### src/rtl/sync10010_pkg.sv
// sync10010_pkg: sync word, frame FSM encoding and sync-bit lookup shared by the
// 10010 transmitter and detector.
package sync10010_pkg;
   localparam logic [4:0] SYNC_WORD = 5'b10010;
   localparam int SYNC_LEN = 5;
   typedef enum logic [2:0] {
      IDLE   = 3'd0,
      SYNC   = 3'd1,
      DATA   = 3'd2,
      PARITY = 3'd3,
      GAP    = 3'd4
   } state_t;
   function automatic logic sync_bit(input logic [2:0] k);
      logic [2:0] b;
      b = 3'(SYNC_LEN - 1) - k;
      return SYNC_WORD[b];
   endfunction
endpackage

### src/rtl/sync10010_bit_timer.sv
// sync10010_bit_timer: counts BIT_CYCLES clocks per serial bit and flags the
// last clock of each bit period; held at zero while i_clr is high.
module sync10010_bit_timer #(
   parameter int BIT_CYCLES = 1
) (
   input  logic clk,
   input  logic rst,
   input  logic i_clr,
   output logic o_bit_end
);
   localparam int CW = (BIT_CYCLES > 1) ? $clog2(BIT_CYCLES) : 1;
   logic [CW-1:0] r_cnt;
   assign o_bit_end = (r_cnt == CW'(BIT_CYCLES - 1));
   always_ff @(posedge clk or posedge rst)
      if (rst) r_cnt <= '0;
      else     r_cnt <= (i_clr || o_bit_end) ? '0 : r_cnt + CW'(1);
endmodule

### src/rtl/sync10010_tx.sv
// sync10010_tx: serializes handshaken payload words as 10010-sync frames with
// MSB-first data, even parity and a zero gap; j is registered.
module sync10010_tx
   import sync10010_pkg::*;
#(
   parameter int DATA_W     = 8,
   parameter int GAP_BITS   = 2,
   parameter int BIT_CYCLES = 1
) (
   input  logic              clk,
   input  logic              rst,
   input  logic              tx_valid,
   input  logic [DATA_W-1:0] tx_data,
   output logic              tx_ready,
   output logic              j,
   output logic              busy,
   output logic              frame_start,
   output logic              frame_done
);
   localparam int MAXN = (DATA_W > GAP_BITS) ? ((DATA_W > SYNC_LEN) ? DATA_W : SYNC_LEN)
                                             : ((GAP_BITS > SYNC_LEN) ? GAP_BITS : SYNC_LEN);
   localparam int IW = $clog2(MAXN + 1);

   state_t            r_state, w_state_nxt;
   logic [IW-1:0]     r_idx, w_idx_nxt;
   logic [DATA_W-1:0] r_shift, w_shift_nxt;
   logic              r_par, r_j, r_busy, r_start;
   logic              w_take, w_bit_end, w_done, w_j_nxt;

   sync10010_bit_timer #(.BIT_CYCLES(BIT_CYCLES)) u_timer (
      .clk       (clk),
      .rst       (rst),
      .i_clr     (r_state == IDLE),
      .o_bit_end (w_bit_end)
   );

   assign w_take = (r_state == IDLE) && tx_valid;

   always_comb begin
      w_state_nxt = r_state;
      w_idx_nxt   = r_idx;
      w_shift_nxt = r_shift;
      w_done      = 1'b0;
      case (r_state)
         IDLE: if (w_take) begin
            w_state_nxt = SYNC;
            w_idx_nxt   = '0;
            w_shift_nxt = tx_data;
         end
         SYNC: if (w_bit_end) begin
            w_state_nxt = (r_idx == IW'(SYNC_LEN - 1)) ? DATA : SYNC;
            w_idx_nxt   = (r_idx == IW'(SYNC_LEN - 1)) ? '0 : r_idx + IW'(1);
         end
         DATA: if (w_bit_end) begin
            w_state_nxt = (r_idx == IW'(DATA_W - 1)) ? PARITY : DATA;
            w_idx_nxt   = (r_idx == IW'(DATA_W - 1)) ? '0 : r_idx + IW'(1);
            w_shift_nxt = r_shift << 1;
         end
         PARITY: if (w_bit_end) begin
            w_state_nxt = (GAP_BITS == 0) ? IDLE : GAP;
            w_idx_nxt   = '0;
            w_done      = (GAP_BITS == 0);
         end
         GAP: if (w_bit_end) begin
            w_state_nxt = (r_idx == IW'(GAP_BITS - 1)) ? IDLE : GAP;
            w_idx_nxt   = (r_idx == IW'(GAP_BITS - 1)) ? '0 : r_idx + IW'(1);
            w_done      = (r_idx == IW'(GAP_BITS - 1));
         end
         default: w_state_nxt = IDLE;
      endcase
   end

   // Line value is derived from the next state so j lines up with the state register.
   assign w_j_nxt = (w_state_nxt == SYNC)   ? sync_bit(3'(w_idx_nxt)) :
                    (w_state_nxt == DATA)   ? w_shift_nxt[DATA_W-1] :
                    (w_state_nxt == PARITY) ? r_par : 1'b0;

   always_ff @(posedge clk or posedge rst)
      if (rst) begin
         r_state <= IDLE;
         r_idx   <= '0;
         r_shift <= '0;
         r_par   <= 1'b0;
         r_j     <= 1'b0;
         r_busy  <= 1'b0;
         r_start <= 1'b0;
      end else begin
         r_state <= w_state_nxt;
         r_idx   <= w_idx_nxt;
         r_shift <= w_shift_nxt;
         if (w_take) r_par <= ^tx_data;
         r_j     <= w_j_nxt;
         r_busy  <= (w_state_nxt != IDLE);
         r_start <= w_take;
      end

   assign tx_ready    = (r_state == IDLE);
   assign j           = r_j;
   assign busy        = r_busy;
   assign frame_start = r_start;
   assign frame_done  = w_done;
endmodule
### config.mk
export PLATFORM = sky130hd
export DESIGN_NAME = sync10010_tx
export DESIGN_NICKNAME = d
export VERILOG_FILES = /design/src/rtl/sync10010_pkg.sv /design/src/rtl/sync10010_bit_timer.sv /design/src/rtl/sync10010_tx.sv
export SDC_FILE = /design/constraint.sdc
export NUM_CORES = 1
export LEC_CHECK = 0
export CAP_MARGIN = 20
export CORE_AREA = 4 4 63 65
export CTS_BUF_LIST = sky130_fd_sc_hd__clkbuf_4 sky130_fd_sc_hd__clkbuf_8
export DETAILED_ROUTE_END_ITERATION = 7
export DIE_AREA = 0 0 67 69
export GPL_TIMING_DRIVEN = 1
export PLACE_DENSITY = 0.65
export SLEW_MARGIN = 20
export SYNTH_ARGS = -nofsm -noshare
export SYNTH_HDL_FRONTEND = slang
export SYNTH_HIERARCHICAL = 1
export SYNTH_SLANG_ARGS = --single-unit
### constraint.sdc
create_clock -name clk -period 2 [get_ports clk]
set_input_delay 0.3 -clock clk [delete_from_list [all_inputs] [get_ports clk]]
set_output_delay 0.3 -clock clk [all_outputs]
set_load 0.02 [all_outputs]
Fig. 1: power grid
Pins as bars on the die edge. Tap cells in gray.
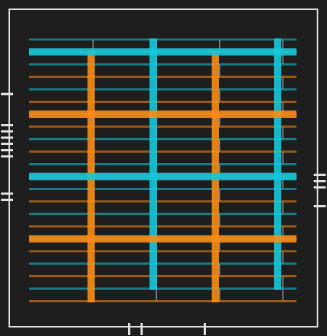
Key: VSS = orange; VDD = cyan
4 straps on met5. 46 tap cells. 16 signal pins sit on the boundary.

Fig. 2: placement by cell class
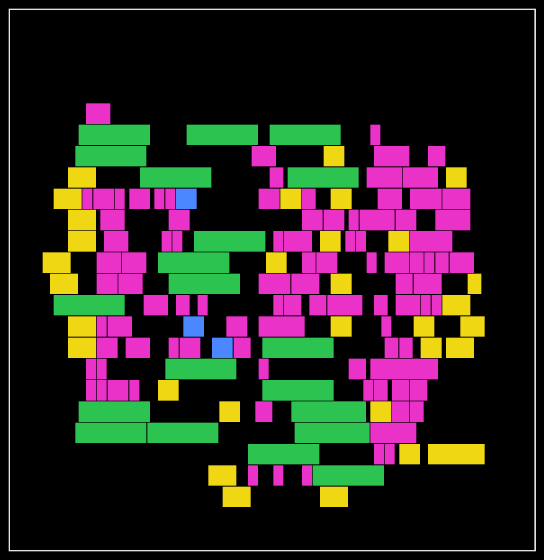
Key: registers = green [cells 20, share of their area 34%]; remaining buffers and delay cells = yellow [cells 31, share of their area 19%]; remaining logic cells = magenta [cells 96, share of their area 45%]; clock-net drivers = blue [cells 3, share of their area 1.5%]

==> impl_metrics.csv <==
group,metric,value,unit
run_status,status,"finished clean",
yosys,syn-num-nets,137,
worst_setup_path,worst_setup_path_startpoint,"r_state[1]",
layout,clkCellAreaFrac,1.48,%
yosys,simple_gate_share,22.8,%
worst_setup_path,worst_setup_path_endpoint,"j",
timing,fin_worst_hold_slack,169,ps
power_and_ir_drop,fraction_of_power_consumed_by_the_clock_network,8.6,%
clocking,cts-root-buf,"sky130_fd_sc_hd__clkbuf_4",
worst_setup_path,timing_worst_setup_path_type,"flop to flop",
timing,hold_violations,0,
worst_setup_path,timing.critical_path.from_type,"flop",
timing,grt_setup_unrepaired,"true",
global_route,leftover_overflow_at_the_end_of_global_routing,0,
yosys,synth.avg_cell_area,9.57,sq um
route,postRouteAntennaNets,0,
route,detailroute.wirelength.met3,80,um
layout,n_fill_cell,349,
floorplanning,coreArea,3340,sq um
clocking,clkTransAtPathRegs,100,ps
worst_setup_path,crit_path_cell_trace,"or3_1 > and2_1 > a311o_1 > and4_4 > o41ai_2",
layout,logic_area,633,sq um
layout,areaGrowthSynthToFinish,29.6,%
route,met2_wire_length,1180,um
layout,dominant_kind_of_cell_by_area,"logic gates",
global_route,met1_usage,15.2,%
worst_setup_path,cpPeakStageDelay,500,ps
layout,area.share.sequential,33.0,%
floorplanning,rows,21,
timing,postLayoutSetupSlackWorst,40.8,ps
timing,final_worst_clock_skew,4.96,ps
layout,nMultiInputCombCells,87,
clocking,htree_levels,1,
floorplanning,chipWidth,67,um
layout,layout.non_clock_buffers,31,
timing,maxSlewViolCount,0,
clocking,clock_latency,290,ps
place,place_worst_setup_slack,-68.2,ps
power_and_ir_drop,p_seq_share,34.0,%
worst_setup_path,timing.critical_path.buf_inv,0,
layout,comb_area_share,41.5,%
layout,largest_register_ff_count,8,
worst_hold_path,worst_hold_path_type,"input pin to asynchronous set/reset pin",
timing,layout_worst_path_cycle_share,98.0,%
place,dp.cells,193,
yosys,logic_family,"simple AND/OR/NAND/NOR gates",
power_and_ir_drop,cellLeakagePower,0.000690,uW
layout,regArea,503,sq um
worst_setup_path,crit-reg2reg-capture,"j",
layout,stdcell_area,1530,sq um
layout,diodes,0,
yosys,synth_xor_xnor_area_share,5.21,%
global_route,maximum_number_of_pins_on_one_net_before_global_route_repair,13,
layout,largestRegisters,"r_shift (8), r_idx (4), r_state (3)",
clocking,cts_tree,"yes",
yosys,yosys-mux-area-fraction,0.850,%
run,drv.max_cap_violation_count,0,
layout,final_core_util,45.7,%
route,first_pass_iters,4,
layout,clockBufferCount,3,
clocking,post_cts.repair.setup_buffers,0,
place,sum_of_net_half_perimeters_after_detailed_placement,1890,um
yosys,share_of_flip_flops_with_an_asynchronous_set_or_reset_after_synthesis,100,%
timing,achievable-frequency,510,MHz
worst_setup_path,crit_cells,5,
global_route,vias_in_the_first_global_route,966,
yosys,synthDominantCellAreaShare,42.5,%
layout,nNonClkInverters,9,
worst_setup_path,worstPathMaxFanout,11,
global_route,grt_antenna_before_repair,0,
power_and_ir_drop,clk-power,179,uW
yosys,most_common_cell,"sky130_fd_sc_hd__dfrtp_1",
route,post_drt_wl_per_cell,12.4,um
yosys,yosys.cell_types.count,41,
worst_setup_path,regToRegSetupSlack,40,ps
yosys,synth_compound_gate_area_share,18.8,%
yosys,post_synth_tally_of_flip_flops_with_integrated_enable,0,
layout,drive_above_1_share,22.0,%
route,drt_wl_total,2430,um
global_route,global_route_wire_length_before_repair,4100,um
timing,timing.setup.tns,0,ps
yosys,yosysChipArea,1180,sq um
power_and_ir_drop,totalPowerFinal,2090,uW
yosys,syn-cell-area,1180,sq um
layout,design.seq.count,20,
yosys,synth.yosys.warnings,6,
worst_setup_path,critical_path.top_delay_family,"simple AND/OR/NAND/NOR gates",
global_route,global_route.peak_usage_layer,"met2",
global_route,gr_layer_usage_met3,1.62,%
place,port_buf_inserts,15,
floorplanning,die_area,4620,sq um
layout,layoutNonFillerInstCount,196,
power_and_ir_drop,power.group.top,"combinational logic",
place,dpl-instance-area,1480,sq um
worst_setup_path,rr_worst_depth,5,
route,first_iter_violations,59,
clocking,clock_tree.buffer_depth,2,
yosys,netlist.top_cell.by_area,"sky130_fd_sc_hd__dfrtp_1",
yosys,yosys.stat.seqShare,42.5,%
worst_setup_path,worst_setup_path_end_kind,"flop",
route,via_per_inst,4.96,
yosys,yosys-top-cells-count,"20 x sky130_fd_sc_hd__dfrtp_1, 16 x sky130_fd_sc_hd__nand2_1, 9 x sky130_fd_sc_hd__inv_1",
power_and_ir_drop,sw_power,822,uW
place,finalWeightedCongestion,0.807,
global_route,groute.layer.met2.usage,17.8,%
yosys,gate_count_after_technology_mapping,123,
yosys,synth-cells-yosys,123,
worst_setup_path,timing.rr.start,"r_state[1]",
worst_setup_path,worst-endpoint-required,2190,ps
yosys,synth-adder-area-share,3.19,%
worst_setup_path,slowest_stage,"sky130_fd_sc_hd__dfrtp_2",
route,met1_length,1140,um
layout,final-nonclk-buf-share,18.1,%
clocking,tritoncts.num_buffers,3,
layout,largest-register,"r_shift",
power_and_ir_drop,areal_power_density_over_the_cells,1370,nW/um^2
power_and_ir_drop,comb-power,1200,uW
clocking,cts.repair.resized,7,
[layout by cell type (no fill, tap or decap), types with 3 or more instances in the layout]
cell / n
sky130_fd_sc_hd__ha_1: 3
sky130_fd_sc_hd__nand3_1: 4
sky130_fd_sc_hd__a21oi_1: 3
sky130_fd_sc_hd__inv_1: 9
sky130_fd_sc_hd__dfrtp_1: 18
sky130_fd_sc_hd__nor2_1: 6
sky130_fd_sc_hd__nand2b_1: 3
sky130_fd_sc_hd__a21o_1: 3
sky130_fd_sc_hd__nand2_1: 16
sky130_fd_sc_hd__clkbuf_4: 3
sky130_fd_sc_hd__a22o_1: 3
sky130_fd_sc_hd__buf_4: 15
sky130_fd_sc_hd__xnor2_1: 7
sky130_fd_sc_hd__a22oi_1: 7
sky130_fd_sc_hd__clkdlybuf4s50_1: 13
Power and IR drop assume default switching activity.
